--- src/rtl/mem_pkg.sv ---
// Shared definitions for the memory-port arbiter.
//   - arb_state_e : arbiter sequencer states
//   - size_e      : access size encodings on the *Bits fields
//   - IO_HI       : addr[17:16] value that selects the IO region
//   - is_io()     : true when an address falls in the IO region
package mem_pkg;

    typedef enum logic [1:0] {
        IDLE   = 2'd0,
        BUSY_I = 2'd1,
        BUSY_L = 2'd2,
        RESP   = 2'd3
    } arb_state_e;

    typedef enum logic [1:0] {
        BYTE = 2'b00,
        HALF = 2'b01,
        WORD = 2'b10
    } size_e;

    localparam logic [1:0] IO_HI = 2'b11;

    function automatic logic is_io(input logic [31:0] addr);
        return addr[17:16] == IO_HI;
    endfunction

endpackage

--- src/rtl/mem_arbiter_if.sv ---
// Request/response bundle between the fetch unit, the load/store buffer,
// the arbiter and the memory controller.
//   fetch side : iFlag, iAddr -> iDone, iData
//   LSB side   : lsbFlag, lsbWrite, lsbBits, lsbAddr, lsbData -> lsbDone, lsbLoaded
//   controller : mcFlag, mcWrite, mcBits, mcAddr, mcData -> mcDone, mcLoaded
// Modport slave is the arbiter's view; master is the view of the requesters
// and controller that surround it.
interface mem_arbiter_if;

    logic        iFlag;
    logic [31:0] iAddr;
    logic        iDone;
    logic [31:0] iData;

    logic        lsbFlag;
    logic        lsbWrite;
    logic [1:0]  lsbBits;
    logic [31:0] lsbAddr;
    logic [31:0] lsbData;
    logic        lsbDone;
    logic [31:0] lsbLoaded;

    logic        mcFlag;
    logic        mcWrite;
    logic [1:0]  mcBits;
    logic [31:0] mcAddr;
    logic [31:0] mcData;
    logic        mcDone;
    logic [31:0] mcLoaded;

    modport slave (
        input  iFlag, iAddr, lsbFlag, lsbWrite, lsbBits, lsbAddr, lsbData,
               mcDone, mcLoaded,
        output iDone, iData, lsbDone, lsbLoaded,
               mcFlag, mcWrite, mcBits, mcAddr, mcData
    );

    modport master (
        output iFlag, iAddr, lsbFlag, lsbWrite, lsbBits, lsbAddr, lsbData,
               mcDone, mcLoaded,
        input  iDone, iData, lsbDone, lsbLoaded,
               mcFlag, mcWrite, mcBits, mcAddr, mcData
    );

endinterface

--- src/rtl/mem_arbiter.sv ---
// Shares the single memory-controller request port between instruction fetch
// and the load/store buffer. One grant at a time; the granted request is held
// on mc* until mcDone, then the requester gets a one-cycle Done pulse.
// Fetches can be squashed by rollback, fetch is protected from starvation,
// and IO stores are withheld while the UART buffer is full.
// Ports:
//   clkIn          : clock
//   rstIn          : synchronous active-high reset
//   rdyIn          : global stall, low freezes everything
//   rollback       : branch mispredict pulse
//   io_buffer_full : UART buffer full
//   bus            : request/response bundle (slave view)
module mem_arbiter
    import mem_pkg::*;
#(
    parameter int unsigned STARVE_LIMIT = 4
) (
    input  logic          clkIn,
    input  logic          rstIn,
    input  logic          rdyIn,
    input  logic          rollback,
    input  logic          io_buffer_full,
    mem_arbiter_if.slave  bus
);

    arb_state_e  state_q, state_d;
    logic        squash_q, squash_d;
    logic [3:0]  starve_q, starve_d;

    logic        mc_flag_q, mc_flag_d;
    logic        mc_write_q, mc_write_d;
    logic [1:0]  mc_bits_q, mc_bits_d;
    logic [31:0] mc_addr_q, mc_addr_d;
    logic [31:0] mc_data_q, mc_data_d;

    logic        i_done_q, i_done_d;
    logic [31:0] i_data_q, i_data_d;
    logic        lsb_done_q, lsb_done_d;
    logic [31:0] lsb_loaded_q, lsb_loaded_d;

    logic lsb_ok, i_ok, pick_i, pick_l;

    // A store into the IO region must wait while the UART cannot take it.
    assign lsb_ok = bus.lsbFlag &&
                    !(bus.lsbWrite && is_io(bus.lsbAddr) && io_buffer_full);
    assign i_ok   = bus.iFlag && !rollback;
    // LSB normally wins; fetch wins once it has waited out STARVE_LIMIT grants.
    assign pick_i = i_ok && (!lsb_ok || (starve_q >= 4'(STARVE_LIMIT)));
    assign pick_l = lsb_ok && !pick_i;

    always_comb begin
        state_d      = state_q;
        squash_d     = squash_q;
        starve_d     = starve_q;
        mc_flag_d    = mc_flag_q;
        mc_write_d   = mc_write_q;
        mc_bits_d    = mc_bits_q;
        mc_addr_d    = mc_addr_q;
        mc_data_d    = mc_data_q;
        i_done_d     = 1'b0;
        i_data_d     = i_data_q;
        lsb_done_d   = 1'b0;
        lsb_loaded_d = lsb_loaded_q;

        unique case (state_q)
            IDLE: begin
                if (!bus.iFlag) starve_d = 4'd0;
                if (pick_i) begin
                    mc_flag_d  = 1'b1;
                    mc_write_d = 1'b0;
                    mc_bits_d  = WORD;
                    mc_addr_d  = bus.iAddr;
                    mc_data_d  = 32'd0;
                    starve_d   = 4'd0;
                    squash_d   = 1'b0;
                    state_d    = BUSY_I;
                end else if (pick_l) begin
                    mc_flag_d  = 1'b1;
                    mc_write_d = bus.lsbWrite;
                    mc_bits_d  = bus.lsbBits;
                    mc_addr_d  = bus.lsbAddr;
                    mc_data_d  = bus.lsbData;
                    if (bus.iFlag && starve_q != 4'd15) starve_d = starve_q + 4'd1;
                    state_d    = BUSY_L;
                end
            end
            BUSY_I: begin
                // The controller transfer cannot be aborted, so a rollback only
                // marks the result to be dropped when it eventually arrives.
                if (rollback) squash_d = 1'b1;
                if (bus.mcDone) begin
                    mc_flag_d = 1'b0;
                    if (squash_q || rollback) begin
                        squash_d = 1'b0;
                        state_d  = IDLE;
                    end else begin
                        i_data_d = bus.mcLoaded;
                        i_done_d = 1'b1;
                        state_d  = RESP;
                    end
                end
            end
            BUSY_L: begin
                if (bus.mcDone) begin
                    mc_flag_d    = 1'b0;
                    lsb_loaded_d = bus.mcLoaded;
                    lsb_done_d   = 1'b1;
                    state_d      = RESP;
                end
            end
            RESP: begin
                // Requester drops its Flag this cycle, so no arbitration here.
                state_d = IDLE;
            end
            default: state_d = IDLE;
        endcase
    end

    always_ff @(posedge clkIn) begin
        if (rstIn) begin
            state_q      <= IDLE;
            squash_q     <= 1'b0;
            starve_q     <= 4'd0;
            mc_flag_q    <= 1'b0;
            mc_write_q   <= 1'b0;
            mc_bits_q    <= 2'b00;
            mc_addr_q    <= 32'd0;
            mc_data_q    <= 32'd0;
            i_done_q     <= 1'b0;
            i_data_q     <= 32'd0;
            lsb_done_q   <= 1'b0;
            lsb_loaded_q <= 32'd0;
        end else if (rdyIn) begin
            state_q      <= state_d;
            squash_q     <= squash_d;
            starve_q     <= starve_d;
            mc_flag_q    <= mc_flag_d;
            mc_write_q   <= mc_write_d;
            mc_bits_q    <= mc_bits_d;
            mc_addr_q    <= mc_addr_d;
            mc_data_q    <= mc_data_d;
            i_done_q     <= i_done_d;
            i_data_q     <= i_data_d;
            lsb_done_q   <= lsb_done_d;
            lsb_loaded_q <= lsb_loaded_d;
        end
    end

    assign bus.mcFlag    = mc_flag_q;
    assign bus.mcWrite   = mc_write_q;
    assign bus.mcBits    = mc_bits_q;
    assign bus.mcAddr    = mc_addr_q;
    assign bus.mcData    = mc_data_q;
    assign bus.iDone     = i_done_q;
    assign bus.iData     = i_data_q;
    assign bus.lsbDone   = lsb_done_q;
    assign bus.lsbLoaded = lsb_loaded_q;

endmodule
--- src/flat_wrapper.sv ---
// flat-port wrapper written by rule: the top's interface ports become plain ports
module mem_arbiter_flat import mem_pkg::*;
#(
    parameter int unsigned STARVE_LIMIT = 4
)
  (clkIn, rstIn, rdyIn, rollback, io_buffer_full, bus_iFlag, bus_iAddr, bus_lsbFlag, bus_lsbWrite, bus_lsbBits, bus_lsbAddr, bus_lsbData, bus_mcDone, bus_mcLoaded, bus_iDone, bus_iData, bus_lsbDone, bus_lsbLoaded, bus_mcFlag, bus_mcWrite, bus_mcBits, bus_mcAddr, bus_mcData);
  mem_arbiter_if bus_i ();
  input  logic clkIn;
  input  logic rstIn;
  input  logic rdyIn;
  input  logic rollback;
  input  logic io_buffer_full;
  input wire logic [$bits(bus_i.iFlag)-1:0] bus_iFlag;
  input wire logic [$bits(bus_i.iAddr)-1:0] bus_iAddr;
  input wire logic [$bits(bus_i.lsbFlag)-1:0] bus_lsbFlag;
  input wire logic [$bits(bus_i.lsbWrite)-1:0] bus_lsbWrite;
  input wire logic [$bits(bus_i.lsbBits)-1:0] bus_lsbBits;
  input wire logic [$bits(bus_i.lsbAddr)-1:0] bus_lsbAddr;
  input wire logic [$bits(bus_i.lsbData)-1:0] bus_lsbData;
  input wire logic [$bits(bus_i.mcDone)-1:0] bus_mcDone;
  input wire logic [$bits(bus_i.mcLoaded)-1:0] bus_mcLoaded;
  output wire logic [$bits(bus_i.iDone)-1:0] bus_iDone;
  output wire logic [$bits(bus_i.iData)-1:0] bus_iData;
  output wire logic [$bits(bus_i.lsbDone)-1:0] bus_lsbDone;
  output wire logic [$bits(bus_i.lsbLoaded)-1:0] bus_lsbLoaded;
  output wire logic [$bits(bus_i.mcFlag)-1:0] bus_mcFlag;
  output wire logic [$bits(bus_i.mcWrite)-1:0] bus_mcWrite;
  output wire logic [$bits(bus_i.mcBits)-1:0] bus_mcBits;
  output wire logic [$bits(bus_i.mcAddr)-1:0] bus_mcAddr;
  output wire logic [$bits(bus_i.mcData)-1:0] bus_mcData;
  assign bus_i.iFlag = bus_iFlag;
  assign bus_i.iAddr = bus_iAddr;
  assign bus_i.lsbFlag = bus_lsbFlag;
  assign bus_i.lsbWrite = bus_lsbWrite;
  assign bus_i.lsbBits = bus_lsbBits;
  assign bus_i.lsbAddr = bus_lsbAddr;
  assign bus_i.lsbData = bus_lsbData;
  assign bus_i.mcDone = bus_mcDone;
  assign bus_i.mcLoaded = bus_mcLoaded;
  assign bus_iDone = bus_i.iDone;
  assign bus_iData = bus_i.iData;
  assign bus_lsbDone = bus_i.lsbDone;
  assign bus_lsbLoaded = bus_i.lsbLoaded;
  assign bus_mcFlag = bus_i.mcFlag;
  assign bus_mcWrite = bus_i.mcWrite;
  assign bus_mcBits = bus_i.mcBits;
  assign bus_mcAddr = bus_i.mcAddr;
  assign bus_mcData = bus_i.mcData;
  mem_arbiter #(.STARVE_LIMIT(STARVE_LIMIT)) u_core (.clkIn(clkIn), .rstIn(rstIn), .rdyIn(rdyIn), .rollback(rollback), .io_buffer_full(io_buffer_full), .bus(bus_i));
endmodule
--- config.mk ---
export PLATFORM = sky130hd
export DESIGN_NAME = mem_arbiter_flat
export DESIGN_NICKNAME = d
export VERILOG_FILES = /design/src/rtl/mem_pkg.sv /design/src/rtl/mem_arbiter_if.sv /design/src/rtl/mem_arbiter.sv /design/src/flat_wrapper.sv
export SDC_FILE = /design/constraint.sdc
export NUM_CORES = 1
export LEC_CHECK = 0
export ABC_CLOCK_PERIOD_IN_PS = 1500
export CAP_MARGIN = 20
export CORE_MARGIN = 4
export CORE_UTILIZATION = 37
export DETAILED_ROUTE_END_ITERATION = 16
export PLACE_DENSITY_LB_ADDON = 0.05
export SLEW_MARGIN = 20
export SYNTH_ARGS = -nofsm -noshare
export SYNTH_HDL_FRONTEND = slang
export SYNTH_SLANG_ARGS = --single-unit
export TNS_END_PERCENT = 5
--- constraint.sdc ---
create_clock -name clkIn -period 1.5 [get_ports clkIn]
set_input_delay 0.3 -clock clkIn [delete_from_list [all_inputs] [get_ports clkIn]]
set_output_delay 0.3 -clock clkIn [all_outputs]
set_load 0.05 [all_outputs]
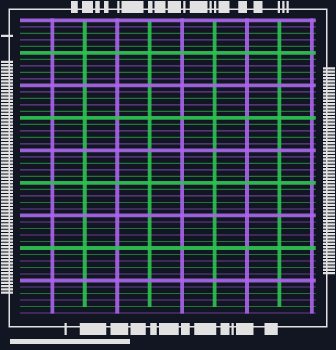
**Above:** run 1 (power grid).
Bar = 50 um. Pins as bars on the die edge.
- purple: VSS
- green: VDD
- rows: 45
- met4 straps: 9
- met1 rails: 46
Std-Cell Core Area: 0.01515 mm^2
IR Drop Worst-Case VDD: 0.0008230 V
floorplan die height: 132.2 um

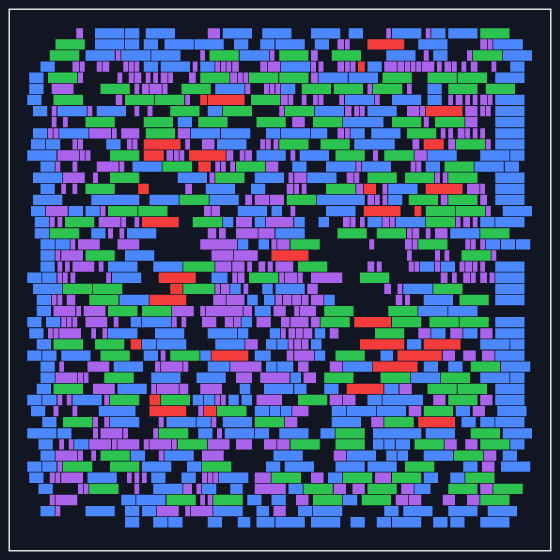
**Above:** run 1 (cells colored by class).
- blue: remaining buffers and delay cells (cells 331; share of their area 44%)
- green: sequential cells (cells 141; share of their area 26%)
- red: clock drivers and dummy loads (cells 32; share of their area 5.6%)
- purple: remaining logic cells (cells 435; share of their area 25%)
proportion of cell area occupied by registers: 25.16%
final core occ: 74.13%

==> run summary, run 1 <==
Results of an implementation run.

The total wire length is 19810 um. The critical path maximum fanout is 17. The maximum number of pins on one net before global-route repair is 73. For reference, compound AND-OR and OR-AND cells occupy 23.64% of the area reported after synthesis. The final timing report gives a worst setup slack of -0.06470 ns. The tree is rooted in a sky130_fd_sc_hd__clkbuf_16. Counting the buffers created by CTS gives 17. For the worst setup path, the data required time is 1.80 ns. The routed layout reports a DRC error count of 0. The share of cell area taken by muxes after synthesis is 0.1754%.

Prior to clock tree synthesis, the placed netlist has a worst setup slack of -0.7017 ns. The area of the die is 0.01747 mm^2. By count the netlist is led by 198 x sky130_fd_sc_hd__nand2_1, 141 x sky130_fd_sc_hd__dfxtp_1, 69 x sky130_fd_sc_hd__a21oi_1. In this run, synthesis inferred 0 flip-flops with an integrated enable.

In the synthesized netlist, the number of instances is 626. Per the layout report, the design carries 1049 filler cells. Compared with the post-synthesis result, the final layout area differs by 96.78%. For reference, the placement row count at floorplan is 45. The number of different library cells in the post-synthesis netlist is 42. The final-report setup violation count is 75. The tool flagged a number of max-cap violations equal to 0.

The share of layout cells above drive strength 1 is 33.23%. The checks that failed: negative setup slack. Nets still carrying antenna violations after routing amount to 0. The clock tree synthesis step divided the H-tree into 4 levels. Global routing finished with a remaining overflow of 0. After Yosys synthesis, XOR and XNOR cells account for 0% of the synthesized area.

The pre-placement core utilization is 37.67%. The peak per-stage delay on the critical path is 0.33 ns. The critical path is of the flop to flop type. The total number of vias is 5750. The type of element capturing the critical path is a flop. The number of iterations in the first detailed-routing pass is 5. The number of top-level pins is 273.

The kind of path behind the tightest hold check is primary input to flop. Summing the areas of all and, or, nand and nor instances in the mapped netlist gives 19.17% of the synthesized area. The async set-reset flop share out of synthesis is 0%.

The net count after synthesis is 769. In this run, post-CTS repair resized a total of 40 instances. Per STA, the worst path accumulates the most delay in the family AND-OR/OR-AND gates. The initial antenna violation count is 1. The data arrival at the endpoint of the critical path is 1.87 ns. The most used flip-flop cell after synthesis is sky130_fd_sc_hd__dfxtp_1. The first global-routing pass estimated 31160 um of wire. The post-synthesis chip area from yosys is 0.005705 mm^2.

The final layout net count is 1069. Dividing the synthesized area by the synthesized cell count gives 9.114 um^2. The number of buffer and inverter instances along the worst setup path is 3.

The worst setup path is launched from a flop. The maximum clock path buffer count is 2. The number of endpoints with negative hold slack in the final report is 0. Counting the warning lines in the Yosys log gives 0. The final count of pins violating max slew is 0. The registers of the reported paths see a clock transition of 0.06 ns. After Yosys synthesis, full adders, half adders and majority gates account for 0.8772% of the synthesized area. The number of buffers inserted by post-CTS setup repair is 16.

Per the log, the first TritonRoute iteration ended with a DRC count of 198. The cell type contributing the most total cell area after synthesis is sky130_fd_sc_hd__dfxtp_1. The floorplan step set the die width to 132.2 um. Summing every instance area after synthesis gives 0.005705 mm^2.

The slowest stage of the critical path belongs to the cell sky130_fd_sc_hd__dfxtp_2. The count of instantiated cells in the yosys netlist is 626. In the placement report, post-DP HPWL is listed as 13640 um.

The clock latency at the later pin of the worst-skew pair is 0.42 ns. The post-synthesis sequential area ratio is 49.47%. TritonCTS built the clock tree. The part of the cycle the worst path needs is 104.3%. In this run the critical path is formed by inv_2, ha_4, nand2_4, o22ai_4, buf_4, nor2_4, buf_12, a22o_1. The final setup skew is 0.006510 ns.

For this design the static power due to leakage is 0.004226 uW. Sorting the synthesized cells by area gives the leading types as sky130_fd_sc_hd__dfxtp_1 49%, sky130_fd_sc_hd__nand2_1 13%, sky130_fd_sc_hd__a311oi_2 8.4%. The placement summary gives the final routability congestion estimate as 0.7725. The via count of the first global-routing pass came to 5982. At the pin with the least slew margin, the transition time is 0.3901 ns. After synthesis the netlist holds a flip-flop and latch count of 141. The post-layout minimum cycle time is 1.565 ns. Among the non-sequential cells, AND-OR/OR-AND gates take the most area. The run finished, with violations left.

On the final layout, the worst hold slack is 0.3369 ns. The stage-log warning count is 31. The routed design shows a wire length per standard cell of 17.56 um. The relative max-transition margin is 73.99%. The global routing report lists combined usage of all routing layers as 22.16%. The count of buffers added on input and output ports is 272.

In the routed layout, each cell is associated on average with a via count of 5.098. The achievable frequency is 0.6391 GHz. The hold buffer count at CTS is 0. Setup repair after global routing could not meet its margin everywhere. The report lists the power per cell area as 1042 mW/mm^2. The clock net in this run drives a total of 141 sinks. The most frequently used cell type in the post-synthesis netlist is sky130_fd_sc_hd__nand2_1.

The top cell type's share of synthesized area is 49.47%.
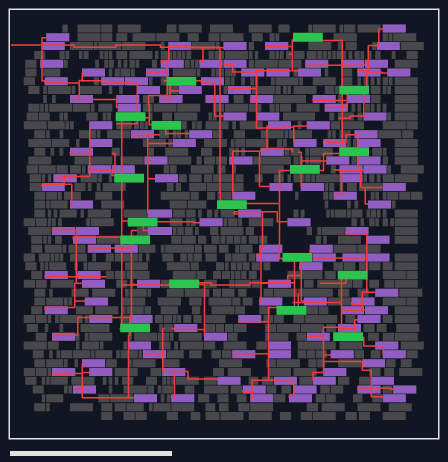
**Above:** run 1 (routed clock nets over the placement).
Bar = 50 um.
- red: clock wires (length 1780 um)
- green: clock-net drivers (count 17)
- purple: flip-flops (count 141)
- routed clock nets: 18

==> run 1: state kept, by name, indices dropped and copies added, names as in the netlist <==
signal / count
u_core.starve_q: 4
u_core.bus.lsbDone: 1
u_core.bus.mcBits: 2
u_core.bus.mcWrite: 1
u_core.bus.mcData: 32
u_core.bus.iDone: 1
u_core.state_q: 2
u_core.bus.iData: 32
u_core.squash_q: 1
u_core.bus.lsbLoaded: 32
u_core.bus.mcAddr: 32
u_core.bus.mcFlag: 1
==> run 1: cell type report <==
class	count	area, um^2	share of cell area (%)
timing repair buffer	331	4821	42.94
sequential	141	2825	25.16
multi-input combinational	429	2703	24.07
clock buffer	19	452.9	4.034
tap	188	235.2	2.095
clock inverter	13	162.7	1.449
inverter	6	25.02	0.2229
antenna	1	2.502	0.02229
==> run 1: metrics by stage <==
stage	setup TNS, ns	instances	cell area (um^2)	power [uW]
2_1_floorplan	-0.6457	626	5753	5686
3_3_place_gp	-54.81	1071	10070	7143
3_5_place_dp	-61.19	1071	10070	7205
4_1_cts	-1.579	1126	11120	11740
5_1_grt	-11.06	1128	11230	12100
6_report	-2.769	1128	11230	11700
==> run 1: layout by cell type, fill, tap and decap left out, types with 4 or more instances in the layout <==
cell type,count
sky130_fd_sc_hd__nand2_1,196
sky130_fd_sc_hd__clkdlybuf4s50_1,131
sky130_fd_sc_hd__dlygate4sd2_1,5
sky130_fd_sc_hd__buf_6,6
sky130_fd_sc_hd__buf_4,35
sky130_fd_sc_hd__inv_1,4
sky130_fd_sc_hd__a21oi_1,53
sky130_fd_sc_hd__dfxtp_1,139
sky130_fd_sc_hd__nor2_2,5
sky130_fd_sc_hd__a22o_1,35
sky130_fd_sc_hd__nor2_1,36
sky130_fd_sc_hd__a311oi_2,32
sky130_fd_sc_hd__nand2b_1,4
sky130_fd_sc_hd__clkbuf_16,18
sky130_fd_sc_hd__a21oi_2,16
sky130_fd_sc_hd__nand3_1,6
sky130_fd_sc_hd__buf_12,145
==> run 1: worst paths after layout <==
| path | slack (ns) | depth (start not counted) | startpoint | endpoint |
|---|---|---|---|---|
| max | -0.06 | 8 | u_core.state_q[0]$_SDFFE_PP0P_ | u_core.bus.mcData[4]$_SDFFE_PP0P_ |
| min | 0.34 | 2 | bus_lsbWrite | u_core.bus.mcWrite$_SDFFE_PP0P_ |
| max reg2reg | -0.06 | 8 | u_core.state_q[0]$_SDFFE_PP0P_ | u_core.bus.mcData[4]$_SDFFE_PP0P_ |
| min reg2reg | 0.49 | 2 | u_core.bus.lsbLoaded[1]$_SDFFE_PP0P_ | u_core.bus.lsbLoaded[1]$_SDFFE_PP0P_ |
==> run 1: where the power goes <==
group	total [uW]	internal (uW)	switching, uW
clock	4360	2710	1650
combinational	3150	1610	1540
sequential	4190	3960	229
total	11700	8290	3420
==> run 1: metal layers <==
layer  share of wire (%)  up-vias  GRT usage (%)
met3                 7.5       37          7.634
met2                  51      237          38.80
met1                  39     2700          24.98
li1                    -     2776              -
met4                 2.2        0          8.199
met5                   0        -              0
==> run 1: cells by family after synthesis <==
logic type,Yosys count
and+or+nand+nor,264
DFF,141
muxes,1
buffers and inverters,57
AOI/OAI and AO/OA,159
adders and majority gates,4
**Run 1: clock wiring as the flow saved it**

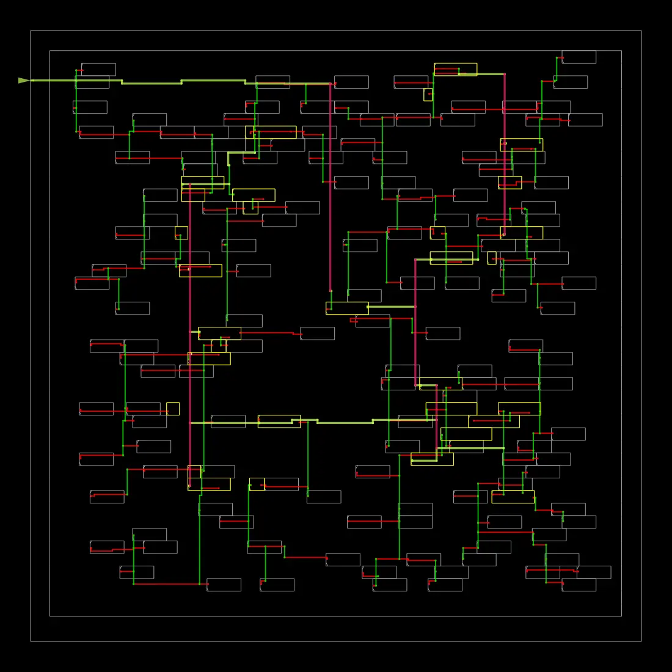

==> run 2: changes to the inputs <==
--- a/config.mk
+++ b/config.mk
@@ -7,10 +7,12 @@
 export LEC_CHECK = 0
 export ABC_CLOCK_PERIOD_IN_PS = 1500
 export CAP_MARGIN = 20
+export CORE_ASPECT_RATIO = 1.1
 export CORE_MARGIN = 4
 export CORE_UTILIZATION = 37
 export DETAILED_ROUTE_END_ITERATION = 16
-export PLACE_DENSITY_LB_ADDON = 0.05
+export MAX_ROUTING_LAYER = met4
+export PLACE_DENSITY = 0.81
 export SLEW_MARGIN = 20
 export SYNTH_ARGS = -nofsm -noshare
 export SYNTH_HDL_FRONTEND = slang
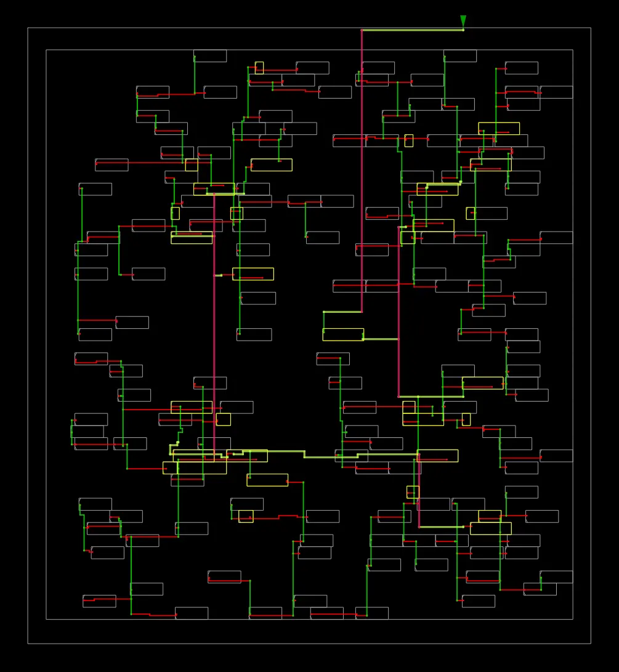
**Above:** run 2 (clock wiring as the flow saved it).
TritonCTS Buffers: 17
Worst Skew: 0.008029 ns

==> run 2 against run 1 <==
Net effect: the flow still finishes with violations (negative setup slack); final cell count increased by 0.89%; non-clock buffer count up 3; utilization decreased by 0.92 points; critical path type unchanged.
==> run summary, run 2 <==
Results of an implementation run.

The flow ran to the end, but the final reports show violations. The final reports fail on negative setup slack. The maximum number of pins on one net before global-route repair was 49 (-33%).

The depth of the worst register-to-register path was 8 (unchanged). The clock edge transition at the registers on the reported setup and hold paths is 0.06 ns (about the same). The tree is rooted in a sky130_fd_sc_hd__clkbuf_16.

The most congested layer reported by global routing is met2. Looking at the critical path, the single cell with the biggest stage delay is sky130_fd_sc_hd__dfxtp_2. The post-layout minimum cycle time is 1.644 ns (+0.07910 ns).

The routability congestion estimate is 0.8795 (+14%). The width of the chip came to 126.4 um (-4.4%). The stage-log warning count is 31 (unchanged).

The capturing point of the worst reg2reg path is u_core.bus.mcAddr[16]$_SDFFE_PP0P_. The pre-placement core utilization came to 37.75% (+0.081 points). The number of clock sinks was 141 (unchanged). The global-route wire length before repair is 28910 um (-7.2%). The count of yosys warnings during synthesis is 0 (unchanged). The synthesized area per cell is 9.114 um^2 (unchanged).

Per the run report, area growth between synthesis and finish was 93.90%. The number of nets with antenna violations after detailed routing is 0 (unchanged). The routing usage on met3 is 4.784% (-2.8 points). The peak per-stage delay on the critical path is 0.33 ns (about the same). The area used by multi-input combinational logic is 0.002646 mm^2 (-2.1%). The final-layout setup total negative slack is -6.272 ns (-3.503 ns). Setup repair after global routing could not meet its margin everywhere.

The async set-reset flop share out of synthesis is 0% (unchanged). The post-synthesis sequential area ratio is 49.47% (unchanged). The cell depth of the worst hold path is 2 (unchanged). The family with the most delay on the worst path is AND-OR/OR-AND gates. The count of library flops with an enable pin is 0 (unchanged). The source of the worst register-to-register timing path is u_core.state_q[0]$_SDFFE_PP0P_. The global-route track usage on met2 came to 36.04% (-2.8 points). The reported leakage power is 0.004161 uW (-1.5%).

The footprint of the flip-flops and latches is 0.002825 mm^2 (unchanged). The total power density per cell area came to 1020 mW/mm^2 (-2.1%). The number of iterations in the first detailed-routing pass was 5 (unchanged).

The number of placement rows is 47 (+4.4%). The number of different library cells in the post-synthesis netlist is 42 (unchanged). The post-synthesis chip area from yosys was 0.005705 mm^2 (unchanged). The number of buffer and inverter instances along the worst setup path is 3 (unchanged). Leaving out fill and tap cells, the most frequent cells in the layout are 196 x sky130_fd_sc_hd__nand2_1, 142 x sky130_fd_sc_hd__buf_12, 139 x sky130_fd_sc_hd__dfxtp_1, 133 x sky130_fd_sc_hd__clkdlybuf4s50_1, 60 x sky130_fd_sc_hd__a21oi_1. The final-report setup violation count is 93 (+24%).

The number of H-tree levels came to 4 (unchanged). The average wire length per cell after detail routing is 16.97 um (-3.3%). The worst setup slack after layout is -0.1438 ns (-0.07910 ns).

The data required time at the worst endpoint is 1.80 ns (about the same). The signal on the critical path passes through inv_2, ha_4, nand2_4, o22ai_4, buf_6, buf_8, nor2_1, a311oi_2. The count of instantiated cells in the yosys netlist is 626 (unchanged). For reference, the top cells by area after synthesis are sky130_fd_sc_hd__dfxtp_1 49%, sky130_fd_sc_hd__nand2_1 13%, sky130_fd_sc_hd__a311oi_2 8.4%. The critical path startpoint category is a flop. The data arrival at the endpoint of the critical path was 1.95 ns (+0.08 ns).

The minimum setup slack after placement is -0.4628 ns (+0.2389 ns). The worst reg-to-reg setup slack came to -0.14 ns (-0.08 ns). The area of the die was 0.01747 mm^2 (about the same).

The total congestion overflow is 0 (unchanged). The largest driver fanout on the critical path is 10 (-7). The clock latency at the later pin of the worst-skew pair is 0.42 ns (about the same).

TritonCTS built the clock tree. The count of cell instances traversed by the critical path is 8 (unchanged). The most frequent logic cell in the layout is sky130_fd_sc_hd__nand2_1.

The maximum clock path buffer count is 2 (unchanged). The largest total area in the synthesized netlist belongs to sky130_fd_sc_hd__dfxtp_1. The total wire length was 19320 um (-2.5%).

The number of vias per cell after detailed routing is 5.035 (-1.2%). Post-synth the commonest register cell is sky130_fd_sc_hd__dfxtp_1. The achievable frequency is 0.6083 GHz (-4.8%).

The worst hold endpoint is u_core.bus.mcFlag$_SDFFE_PP0P_. The total number of vias is 5730 (-0.35%). The overall power consumption is 11290 uW (-3.5%). The via count of the first global-routing pass came to 5642 (-5.7%).

The number of top-level pins came to 273 (unchanged). The actual transition at the worst max-transition pin was 0.5533 ns (+0.1632 ns). The final-layout fill cell count is 945 (-9.9%). The final layout net count is 1071 (+0.19%). The number of endpoints with negative hold slack in the final report came to 0 (unchanged). The detailed placer's ending HPWL is 13330 um (-2.3%). The post-detailed-route DRC marker count is 0 (unchanged). The total routing usage reported by global routing was 21.07% (-1.1 points). The part of the cycle the worst path needs is 109.6% (+5.3 points).

The origin of the worst min-delay path is rstIn.
[run 2: cell counts after synthesis]
No cell type changed its count.
[run 2: layout make-up]
type / instances / share of cell area, %
Timing Repair Buffer: 334 / 43.04
Sequential cell: 141 / 25.54
Multi-Input combinational cell: 428 / 23.92
Clock buffer: 18 / 3.970
Tap cell: 196 / 2.217
Clock inverter: 14 / 1.086
Inverter: 6 / 0.2036
Antenna cell: 1 / 0.02262
[run 2: routing by layer]
metal	vias to the layer above	share of wire (%)
li1	2763	-
met1	2705	38
met2	217	53
met3	45	5.9
met4	0	3.7
met5	-	0
[run 2: how the worst max path moves through the flow]
stage	from	endpoint	slack, ns
2_1_floorplan	u_core.state_q[1]$_SDFFE_PP0P_	u_core.bus.iData[2]$_SDFFE_PP0P_	-0.02
3_3_place_gp	rollback	u_core.bus.mcAddr[22]$_SDFFE_PP0P_	-0.43
3_5_place_dp	rdyIn	u_core.bus.mcAddr[14]$_SDFFE_PP0P_	-0.46
4_1_cts	u_core.state_q[0]$_SDFFE_PP0P_	u_core.bus.mcAddr[0]$_SDFFE_PP0P_	-0.09
5_1_grt	u_core.state_q[0]$_SDFFE_PP0P_	u_core.bus.mcAddr[16]$_SDFFE_PP0P_	-0.22
6_report	u_core.state_q[0]$_SDFFE_PP0P_	u_core.bus.mcAddr[16]$_SDFFE_PP0P_	-0.14
[run 2: logic make-up (layout without fill, tap and decap cells)]
logic type,Yosys count,after routing,synth area share [%]
adder cells (fa/ha/maj),4,4,0.8772
flip-flops,141,141,49.47
AND/OR/NAND/NOR,264,264,19.17
other,0,1,0
multiplexers,1,1,0.1754
buffers and inverters,57,372,6.667
AND-OR/OR-AND,159,159,23.64
[run 2: power by group]
| part | switching [uW] | internal (uW) | leakage, uW | total (uW) |
|---|---|---|---|---|
| clock | 1650 | 2320 | 0.000268 | 3970 |
| sequential | 222 | 3960 | 0.00115 | 4180 |
| combinational | 1530 | 1610 | 0.00275 | 3130 |
[run 2: what timing repair did]
item,CTS,global route
gates cloned,2,4
resized,19,23
endpoints found under the setup margin,134,138
buffers inserted,7,2
pin swaps,36,8
hold buffers,0,0
hold endpoints to repair,0,0
[run 2: metrics by stage]
step           hold slack, ns  utilization (%)  instance area (um^2)  std cells
6_report               0.1912            73.20                 11060       1138
3_5_place_dp           0.4706            67.08                 10140       1090
3_3_place_gp           0.4608            67.08                 10140       1090
2_1_floorplan          0.4255                -                  5753        626
4_1_cts                0.1744            71.88                 10860       1131
5_1_grt                0.1828            73.20                 11060       1138
Power is estimated from default activity; no workload was simulated.
